<file path="config.mk">
export PLATFORM = sky130hd
export DESIGN_NAME = adder
export DESIGN_NICKNAME = d
export VERILOG_FILES = /design/src/rtl/adder.sv
export SDC_FILE = /design/constraint.sdc
export NUM_CORES = 1
export LEC_CHECK = 0
export CAP_MARGIN = 30
export CORE_AREA = 2 2 39 41
export DETAILED_ROUTE_END_ITERATION = 6
export DIE_AREA = 0 0 41 43
export GPL_TIMING_DRIVEN = 0
export PLACE_DENSITY = 0.6
export SLEW_MARGIN = 10
export SYNTH_ARGS = -nofsm -noshare
export SYNTH_HDL_FRONTEND = slang
export SYNTH_SLANG_ARGS = --single-unit
</file>
<file path="constraint.sdc">
create_clock -name aclk -period 2.55 [get_ports aclk]
set_input_delay 0.3825 -clock aclk [delete_from_list [all_inputs] [get_ports aclk]]
set_output_delay 0.3825 -clock aclk [all_outputs]
set_load 0.02 [all_outputs]
</file>
<file path="src/rtl/adder.sv">
// Up-counter with synchronous reset, synchronous clear and increment enable.
// Count wraps modulo 2^WIDTH; out is the count register itself.
module adder #(
  parameter int unsigned WIDTH = 8
) (
  input  logic             aclk,
  input  logic             arstn,
  input  logic             clr,
  input  logic             inc,
  output logic [WIDTH-1:0] out
);

  localparam int unsigned MIN_WIDTH = 1;
  localparam int unsigned MAX_WIDTH = 32;

  if (WIDTH < MIN_WIDTH || WIDTH > MAX_WIDTH) begin : g_bad_width
    $error("adder: WIDTH must be in 1..32");
  end

  logic [WIDTH-1:0] count;

  // arstn is active-high despite its name; priority is reset > clr > inc > hold.
  always_ff @(posedge aclk) begin
    if (arstn) begin
      count <= '0;
    end else if (clr) begin
      count <= '0;
    end else if (inc) begin
      count <= count + WIDTH'(1);
    end
  end

  assign out = count;

endmodule

</file>
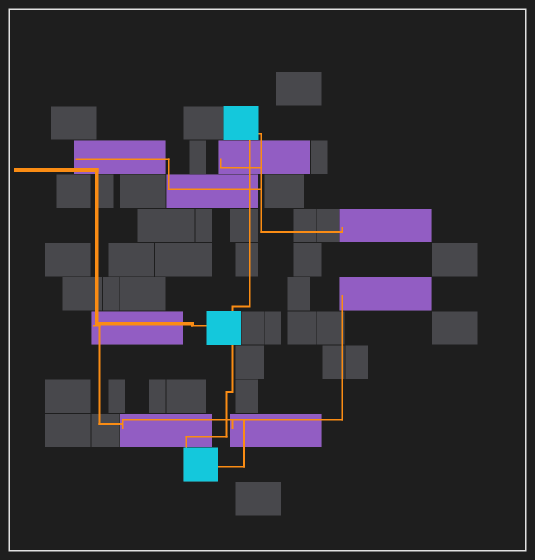
(run_1/clk_routes.png)
legend:
  flip-flops:
    colour: purple
    count: 8
  clock drivers:
    colour: cyan
    count: 3
  clock wires:
    colour: orange
    length: 144 um
routed clock nets: 4
Clk pwr share: 0.410
latest clock arrival within the worst-skew pair: 250 ps
Clock group: 0.0993 mW
clk_skew: 2.23 ps

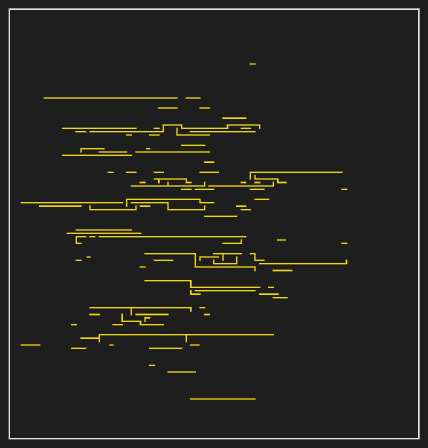
(run_1/layer_met1.png)
nets with wire on the layer: 49
share of all routed wire: 48%
total wire length: 675 um
total number of vias: 307

==> notes.md, run 1 <==
run metrics: Post-CTS Setup Bufs 0, CTS tree done, total area of sequential cells 160 um^2, Pint 0.189 mW, cell taking the most area after synthesis dfxtp_1, I/O Buffers 10, diode count 0, top comb family, area simple AND/OR/NAND/NOR gates, setup TNS 0 ps, vias per std cell roughly 4.6, maximum vdd drop 199 uV, floorplan utilization 0.250, Worst slew margin 0.769, met3 Track Usage GR 0.0314, grt total ovfl 0, CP arrival 1330 ps, clock network area share 0.0462, first-pass GRT wire length 1080 um, Power Total 0.242 mW, Reg2Reg Capture Point out[6], most numerous logic cells after layout clkdlybuf4s50_1 (10), dfxtp_1 (8), nor2_1 (5), Register-to-Register Setup Slack 1280 ps, number of cells in Yosys stat 38, CP bufs+invs 1, Setup-failing EPs final 0, Plain + repair buffers 12, Critical Path Stages 1, Yosys Warn Count 0, Multi-input gate area 174 um^2, Max-area cell class multi-input combinational cells, Dominant cell area share 0.464, FFs w/ async S/R, synth 0, Max power group registers, leakage ~0.18 nW, NumNets Final 58, Placer Congestion about 0.64, CTS resizes 0, sw power 0.0535 mW, worst hold path type primary input to flip-flop, # hold bufs at CTS 0, max frequency 583 MHz, DP Area between 400 and 500 um^2, sequential portion of the cell area 0.328, Post-synth EDFFs 0, chip area 1760 um^2, Seq power approximately 0.13 mW, worst setup path startpoint out[3], CLK BUF 3, min Tclk post-route about 1700 ps, Yosys Chip Area 345 um^2, final instance area 488 um^2, clock slew at reported path FFs about 60 ps, Tool Warnings 26, Critical Path RT 2170 ps, main flop type dfxtp_1, Hold Path End out[0], Signal buf overhead 0.228, synthesized flop and latch total 8, Area Growth Syn to Fin 41.3%, Flops 8, H-tree depth 1, Layout fillers 159, Worst path max stage delay 650 ps, Tap Cells 16, CP startpoint kind flip-flop, register share after synthesis 0.464, met3 wire length 46 um, post-place setup slack 1060 ps, io pins 12, register share of total power 0.527, top cells by count dfxtp_1 (8), nor2_1 (5), Top Layer Used met4, status complete, no violations, total CTS buffers 3, Reg2Reg Depth 4, RSZ-0062 raised after global routing false, slowest stage cell, crit path clkdlybuf4s50_1, switching share of total power 0.221, final antenna-violating net count 0, Cells after DPL ~64, final worst slack 834 ps, CTS Sinks 8, XOR-XNOR Cells, Area Fraction 0.101
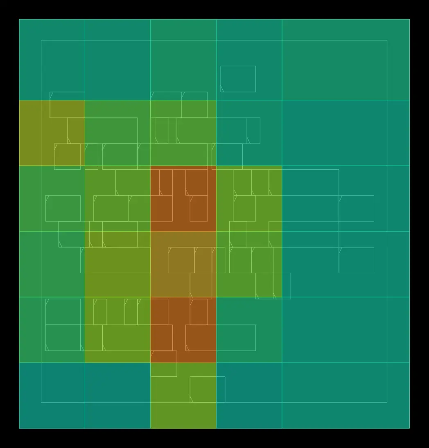
(run_1/congestion.png)
gr busiest metal: met1
Finished Core Util: 0.353
met1 GRT Util: 0.140
GRT Overall Usage: 0.0957

==> run 2, diff against run 1 <==
==> constraint.sdc (replaced) <==
create_clock -name aclk -period 1.8 [get_ports aclk]
set_input_delay 0.27 -clock aclk [delete_from_list [all_inputs] [get_ports aclk]]
set_output_delay 0.27 -clock aclk [all_outputs]
set_load 0.02 [all_outputs]
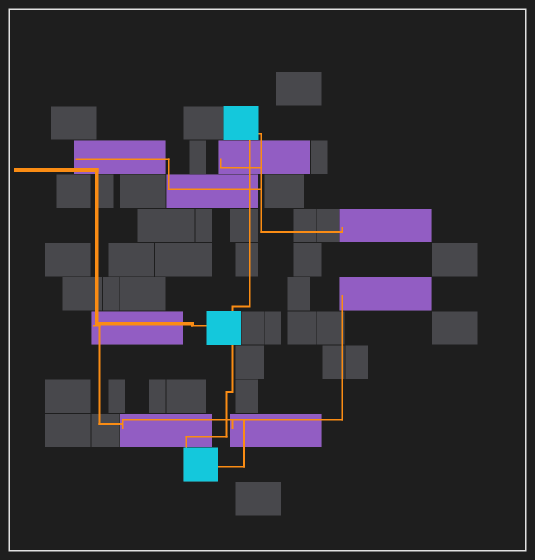
(run_2/clk_routes.png)
legend:
  clock wires:
    colour: orange
    length: 144 um
  clock drivers:
    colour: cyan
    count: 3
  flip-flops:
    colour: purple
    count: 8
routed clock nets: 4
Clock group: 0.141 mW

==> run 2 against run 1 <==
  * Core utilization is the same
  * Global-route usage unchanged
  * First-iteration DRC count is the same
  * Total power is 42% higher
  * Critical path depth unchanged
  * Clock power increased by 42%
  * Critical endpoint unchanged
  * Largest power group unchanged
==> notes.md, run 2 <==
run metrics: setup TNS 0 ps, Register-to-Register Setup Slack approximately 530 ps, total number of vias 307, GRT Overall Usage 0.0957, CTS resizes 0, clock slew at reported path FFs around 60 ps, Hold Path End out[0], io pins 12, met3 Track Usage GR 0.0314, total area of sequential cells around 160 um^2, Area Growth Syn to Fin 41.3%, Worst path max stage delay approximately 650 ps, max frequency 624 MHz, final instance area 488 um^2, leakage between 0.15 and 0.2 nW, RSZ-0062 raised after global routing false, Plain + repair buffers 12, met1 GRT Util 0.140, status complete, no violations, sequential portion of the cell area 0.328, vias per std cell 4.58, Yosys Chip Area about 350 um^2, synthesized flop and latch total 8, clk_skew 2.23 ps, Worst slew margin 0.769, Tool Warnings 26, Reg2Reg Capture Point out[6], cell taking the most area after synthesis dfxtp_1, gr busiest metal met1, CTS tree done, CP startpoint kind flip-flop, floorplan utilization 0.250, worst setup path startpoint out[3], maximum vdd drop between 200 and 300 uV, Pint between 0.2 and 0.3 mW, switching share of total power 0.221, total CTS buffers 3, Dominant cell area share 0.464, H-tree depth 1, Max-area cell class multi-input combinational cells, chip area 1760 um^2, worst hold path type primary input to flip-flop, register share of total power 0.527, Placer Congestion 0.639, Setup-failing EPs final 0, diode count 0, first-pass GRT wire length between 1000 and 1500 um, FFs w/ async S/R, synth 0, Post-synth EDFFs 0, final antenna-violating net count 0, DP Area 465 um^2, Critical Path RT 1530 ps, Finished Core Util 0.353, min Tclk post-route ~1600 ps, main flop type dfxtp_1, grt total ovfl 0, Reg2Reg Depth 4, Post-CTS Setup Bufs 0, Cells after DPL 64, top cells by count dfxtp_1 (8), nor2_1 (5), # hold bufs at CTS 0, post-place setup slack between 400 and 500 ps, CP bufs+invs 1, latest clock arrival within the worst-skew pair 250 ps, CTS Sinks 8, Layout fillers 159, Flops 8, sw power 0.0757 mW
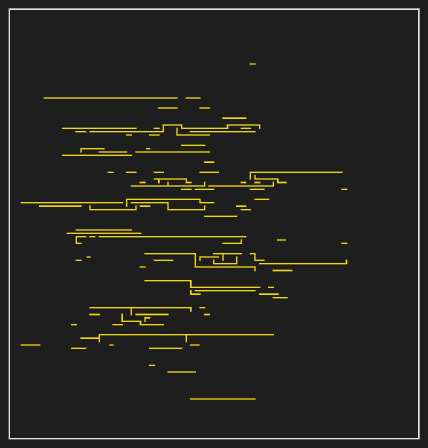
(run_2/layer_met1.png)
longest straight run: 17.5 um
wire length on this layer: 327 um
nets with wire on the layer: 49
share of all routed wire: 48%

Power and IR drop assume default switching activity.
